==> src/rtl/calpoc_calc_core.sv <==
// calpoc_calc_core: WIDTH-bit button-driven calculator (OR, XOR, AND, ADD).
// Owns operand entry, operation select, the result hold and result chaining.
// Optional macro CALPOC_EDGE_DETECT_EN: when defined, each button becomes a
// one-cycle press pulse. When undefined, the button level acts every cycle.
module calpoc_calc_core #(
    parameter int WIDTH = 3
) (
    input  logic             CLK,
    input  logic             RST,
    input  logic             ButtonFor0,
    input  logic             ButtonFor1,
    input  logic             ButtonForOR,
    input  logic             ButtonForXOR,
    input  logic             ButtonForAND,
    input  logic             ButtonForADD,
    input  logic             ButtonForEquals,
    input  logic             ButtonForClear,
    output logic [WIDTH-1:0] LEDForA,
    output logic [WIDTH-1:0] LEDForB,
    output logic [WIDTH-1:0] Result,
    output logic             Carry,
    output logic             ResultValid,
    output logic [1:0]       State
);

    typedef enum logic [1:0] {
        ST_ARG1   = 2'b00,
        ST_ARG2   = 2'b01,
        ST_UNUSED = 2'b10,
        ST_OUTPUT = 2'b11
    } state_t;

    localparam logic [1:0] OP_OR  = 2'b00;
    localparam logic [1:0] OP_XOR = 2'b01;
    localparam logic [1:0] OP_AND = 2'b10;
    localparam logic [1:0] OP_ADD = 2'b11;

    // Shift one digit into an operand from the LSB side; the MSB falls off.
    // For WIDTH=1 the shift leaves zero, so the operand becomes the digit.
    function automatic logic [WIDTH-1:0] shift_digit(input logic [WIDTH-1:0] r,
                                                     input logic             d);
        logic [WIDTH-1:0] t;
        t    = r << 1'b1;
        t[0] = d;
        return t;
    endfunction

    // Compute the result. The top bit is the ADD carry. It is 0 for logic ops.
    function automatic logic [WIDTH:0] alu(input logic [1:0]       op,
                                           input logic [WIDTH-1:0] a,
                                           input logic [WIDTH-1:0] b);
        logic [WIDTH:0] y;
        case (op)
            OP_OR:   y = {1'b0, a | b};
            OP_XOR:  y = {1'b0, a ^ b};
            OP_AND:  y = {1'b0, a & b};
            OP_ADD:  y = {1'b0, a} + {1'b0, b};
            default: y = {(WIDTH+1){1'b0}};
        endcase
        return y;
    endfunction

    state_t           state_r;
    logic [WIDTH-1:0] a_r;
    logic [WIDTH-1:0] b_r;
    logic [WIDTH-1:0] res_r;
    logic             carry_r;
    logic             valid_r;
    logic [1:0]       op_r;

    // Bit order {clear, d0, d1, or, xor, and, add, equals}, matching priority
    logic [7:0]       btn_s;
    logic [7:0]       pulse_s;
    logic             act_clear_s;
    logic             act_digit_s;
    logic             digit_s;
    logic             act_op_s;
    logic [1:0]       op_sel_s;
    logic             act_eq_s;
    logic [WIDTH-1:0] digit_ext_s;
    logic [WIDTH:0]   alu_s;

    assign btn_s = {ButtonForClear, ButtonFor0, ButtonFor1, ButtonForOR,
                    ButtonForXOR, ButtonForAND, ButtonForADD, ButtonForEquals};

`ifdef CALPOC_EDGE_DETECT_EN
    logic [7:0] prev_r;

    // Remember last cycle's button levels. A button held through reset fires once afterwards.
    always_ff @(posedge CLK) begin
        if (RST) begin
            prev_r <= 8'h00;
        end else begin
            prev_r <= btn_s;
        end
    end

    assign pulse_s = btn_s & ~prev_r;
`else
    assign pulse_s = btn_s;
`endif

    assign alu_s = alu(op_r, a_r, b_r);

    // Pick the single winning action for this cycle and drop the lower-priority pulses.
    always_comb begin
        act_clear_s = 1'b0;
        act_digit_s = 1'b0;
        digit_s     = 1'b0;
        act_op_s    = 1'b0;
        op_sel_s    = OP_OR;
        act_eq_s    = 1'b0;
        if (pulse_s[7]) begin
            act_clear_s = 1'b1;
        end else if (pulse_s[6] | pulse_s[5]) begin
            act_digit_s = 1'b1;
            digit_s     = ~pulse_s[6];
        end else if (|pulse_s[4:1]) begin
            act_op_s = 1'b1;
            if (pulse_s[4]) begin
                op_sel_s = OP_OR;
            end else if (pulse_s[3]) begin
                op_sel_s = OP_XOR;
            end else if (pulse_s[2]) begin
                op_sel_s = OP_AND;
            end else begin
                op_sel_s = OP_ADD;
            end
        end else if (pulse_s[0]) begin
            act_eq_s = 1'b1;
        end else begin
            act_eq_s = 1'b0;
        end
        digit_ext_s    = {WIDTH{1'b0}};
        digit_ext_s[0] = digit_s;
    end

    // Calculator FSM: operand entry, op select, result latch and chaining.
    always_ff @(posedge CLK) begin
        if (RST || act_clear_s) begin
            state_r <= ST_ARG1;
            a_r     <= {WIDTH{1'b0}};
            b_r     <= {WIDTH{1'b0}};
            res_r   <= {WIDTH{1'b0}};
            carry_r <= 1'b0;
            valid_r <= 1'b0;
            op_r    <= OP_OR;
        end else begin
            case (state_r)
                ST_ARG1: begin
                    if (act_digit_s) begin
                        a_r <= shift_digit(a_r, digit_s);
                    end else if (act_op_s) begin
                        op_r    <= op_sel_s;
                        state_r <= ST_ARG2;
                    end
                end
                ST_ARG2: begin
                    if (act_digit_s) begin
                        b_r <= shift_digit(b_r, digit_s);
                    end else if (act_op_s) begin
                        op_r <= op_sel_s;
                    end else if (act_eq_s) begin
                        res_r   <= alu_s[WIDTH-1:0];
                        carry_r <= alu_s[WIDTH];
                        valid_r <= 1'b1;
                        state_r <= ST_OUTPUT;
                    end
                end
                ST_OUTPUT: begin
                    if (act_digit_s) begin
                        // Start a fresh calculation with the digit as the first entry
                        a_r     <= digit_ext_s;
                        b_r     <= {WIDTH{1'b0}};
                        res_r   <= {WIDTH{1'b0}};
                        carry_r <= 1'b0;
                        valid_r <= 1'b0;
                        state_r <= ST_ARG1;
                    end else if (act_op_s) begin
                        // Chain: the previous result becomes operand A
                        a_r     <= res_r;
                        b_r     <= {WIDTH{1'b0}};
                        op_r    <= op_sel_s;
                        carry_r <= 1'b0;
                        valid_r <= 1'b0;
                        state_r <= ST_ARG2;
                    end
                end
                default: begin
                    // The unused encoding recovers to a clean operand-A entry
                    state_r <= ST_ARG1;
                    a_r     <= {WIDTH{1'b0}};
                    b_r     <= {WIDTH{1'b0}};
                    res_r   <= {WIDTH{1'b0}};
                    carry_r <= 1'b0;
                    valid_r <= 1'b0;
                    op_r    <= OP_OR;
                end
            endcase
        end
    end

    assign LEDForA     = a_r;
    assign LEDForB     = b_r;
    assign Result      = res_r;
    assign Carry       = carry_r;
    assign ResultValid = valid_r;
    assign State       = state_r;

endmodule

==> config.mk <==
export PLATFORM = sky130hd
export DESIGN_NAME = calpoc_calc_core
export DESIGN_NICKNAME = d
export VERILOG_FILES = /design/src/rtl/calpoc_calc_core.sv
export SDC_FILE = /design/constraint.sdc
export NUM_CORES = 1
export LEC_CHECK = 0
export CORE_UTILIZATION = 30
export CTS_BUF_LIST = sky130_fd_sc_hd__clkbuf_2 sky130_fd_sc_hd__clkbuf_4 sky130_fd_sc_hd__clkbuf_8
export DETAILED_ROUTE_END_ITERATION = 8
export SLEW_MARGIN = 20
export SYNTH_ARGS = -nofsm -noshare
export SYNTH_HDL_FRONTEND = slang
export SYNTH_SLANG_ARGS = --single-unit
==> constraint.sdc <==
create_clock -name CLK -period 2 [get_ports CLK]
set_clock_uncertainty 0.1 [all_clocks]
set_input_delay 0.3 -clock CLK [delete_from_list [all_inputs] [get_ports CLK]]
set_output_delay 0.3 -clock CLK [all_outputs]
set_load 0.01 [all_outputs]
Placement view:
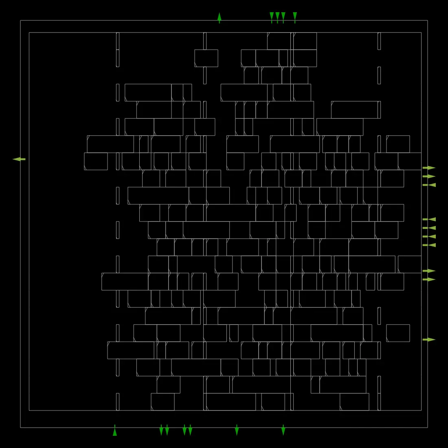
core outline area: 3720 sq um
inserted tap cell count: 48
Util after Layout: 45.1%
fraction of standard cell area that is sequential: 18.1%

Pin map:
Pins as bars across the die edge, other pins in gray.
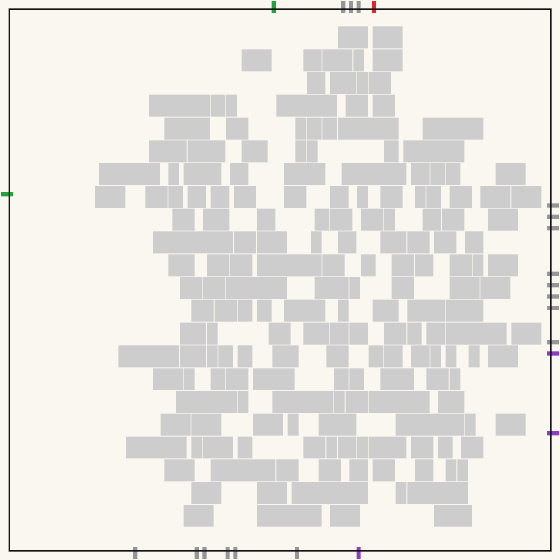
LEDForB -> purple  # pins 3, direction output, edge 2 right, 1 bottom
ButtonForADD -> red  # pins 1, direction input, edge top
State -> green  # pins 2, direction output, edge 1 left, 1 top
all pins by edge = 10 right, 7 bottom, 5 top, 1 left
floorplan die height: 64.5 um
IO buf count: 22
width of the die: 64.5 um

The metal 3 layer:
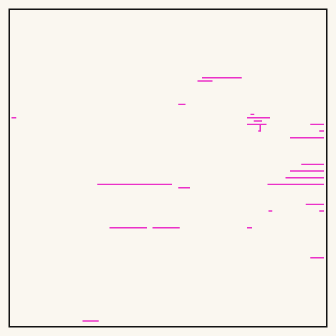
share of all routed wire = 3.2%
main direction = horizontal
nets with wire on the layer = 19
longest straight run = 14.9 um
Total Routed Length: 3250 um
global routing usage on met3: 1.76%

==> run notes <==
Latest figures from synthesis and place and route.

The flow ran to the end, and the final reports show no timing, DRC or antenna violations. Looking at the critical path, the highest net fanout was 7. The final critical path takes up between 90% and 100% of the cycle.

Summing every instance area after synthesis gives approximately 1200 sq um. Entering global routing, the biggest net connects 13 pins. Post-synth the commonest register cell is sky130_fd_sc_hd__dfxtp_1. The number of global-route vias before repair is between 1000 and 1500. The number of cells traversed by the worst hold path is 2. The category of the critical setup timing path is in -> reg.

The synthesized netlist handed to floorplanning was reported with a cell count of 140. The final route contains about 1200 vias. The number of max-slew violations in the final report is 0. The number of gates resized after CTS is 0. The most common logic cells in the final layout are sky130_fd_sc_hd__buf_4 (24), sky130_fd_sc_hd__clkdlybuf4s50_1 (22), sky130_fd_sc_hd__inv_1 (16), sky130_fd_sc_hd__dfxtp_1 (13).

The net count of the finished layout is 205. The stage logs contain a warning count of 32. The area fraction in xor and xnor cells is less than 1%. The number of top-level pins is 23. After clock tree synthesis, the clock-pin slew on the worst setup and hold paths is 0.06 ns.

The final timing report derives a shortest allowable period of ~1.9 ns. The total of plain and repair buffers excluding clock buffers is 46. The number of cells reported by Yosys stat comes to between 100 and 150.

The number of hold-slack violations in the final timing report is 0. The area fraction in compound gates after synthesis is about 26%. The number of cells on the critical path is 6.

Per the synth log, the flip-flop and latch total comes to 15. The initial antenna violation count is 0. For hold timing, the worst endpoint is Result[1]. The number of sequential cells is 15.

The non-clock buffer contribution to total cell area is 23.9%. After synthesis, the share of cell area in mux cells is ~4.5%. The number of cells traversed by the worst register-to-register path is 6. The routed length on met3 is 103 um. Of the total synthesized cell area, the portion taken by AND, OR, NAND and NOR gates is between 20% and 30%. STA lists the startpoint of the worst hold path as Result[1]. The synthesis run shows the most used standard cells to be sky130_fd_sc_hd__inv_1 (16), sky130_fd_sc_hd__dfxtp_1 (15), sky130_fd_sc_hd__ha_1 (10).

The largest delay contributor family on the critical path is buffers and inverters. The combinational fraction of the cell area is 48.0%. The number of sinks on the clock net is 15. The largest single stage delay on the critical path is ~0.54 ns.

The dominant kind of combinational cell is AND-OR/OR-AND gates. The master cell of the clock root buffer is sky130_fd_sc_hd__clkbuf_8. The count of unresolved DRC violations after routing is 0. The buffering stage count on the worst path with inverters included is 2. The worst hold path belongs to the class reg -> reg.

After floorplanning, the die was sized to cover about 4200 sq um. Summed over all layers, the global routing overflow is 0. In this run the number of H-tree levels came out at 1. Per STA, the endpoint of the critical path is LEDForA[1]. In the final layout, the fill cell count is 377. The fraction of final layout cells sized beyond drive strength 1 is 23.0%. Yosys reports that the leading cell type by area covers around a quarter of the netlist area.

Of all flip-flops after synthesis, the portion carrying an async set or reset was 0%. According to the report, the first pass of detailed routing completed in 4 iterations. The launch point of the worst path is ButtonForXOR.

The leakage power is just over 0.0006 uW. Synthesis produced a netlist with a net count of 161. Setup repair after global routing left no endpoint under its margin.
Clock distribution:
The bar under the picture is 20 um long.
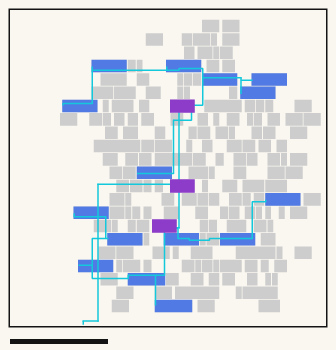
flip-flops -> blue  # count 15
clock-net drivers -> purple  # count 3
clock wires -> cyan  # length 257 um
routed clock nets = 4
Clk pwr share: 39.3%
power dissipated in the clock network: 272 uW
clock latency on the worst-skew pair: 0.25 ns

Local utilization:
6 x 6 tiles, from white (low) to dark blue (high), 0 to 100% covered.
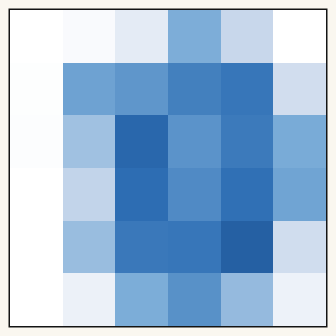
emptiest ninth of the die = bottom left
fullest tile = 81%
densest ninth of the die = middle
fraction of the core area occupied by cells at floorplan: 31.5%

Power is estimated from default activity; no workload was simulated.
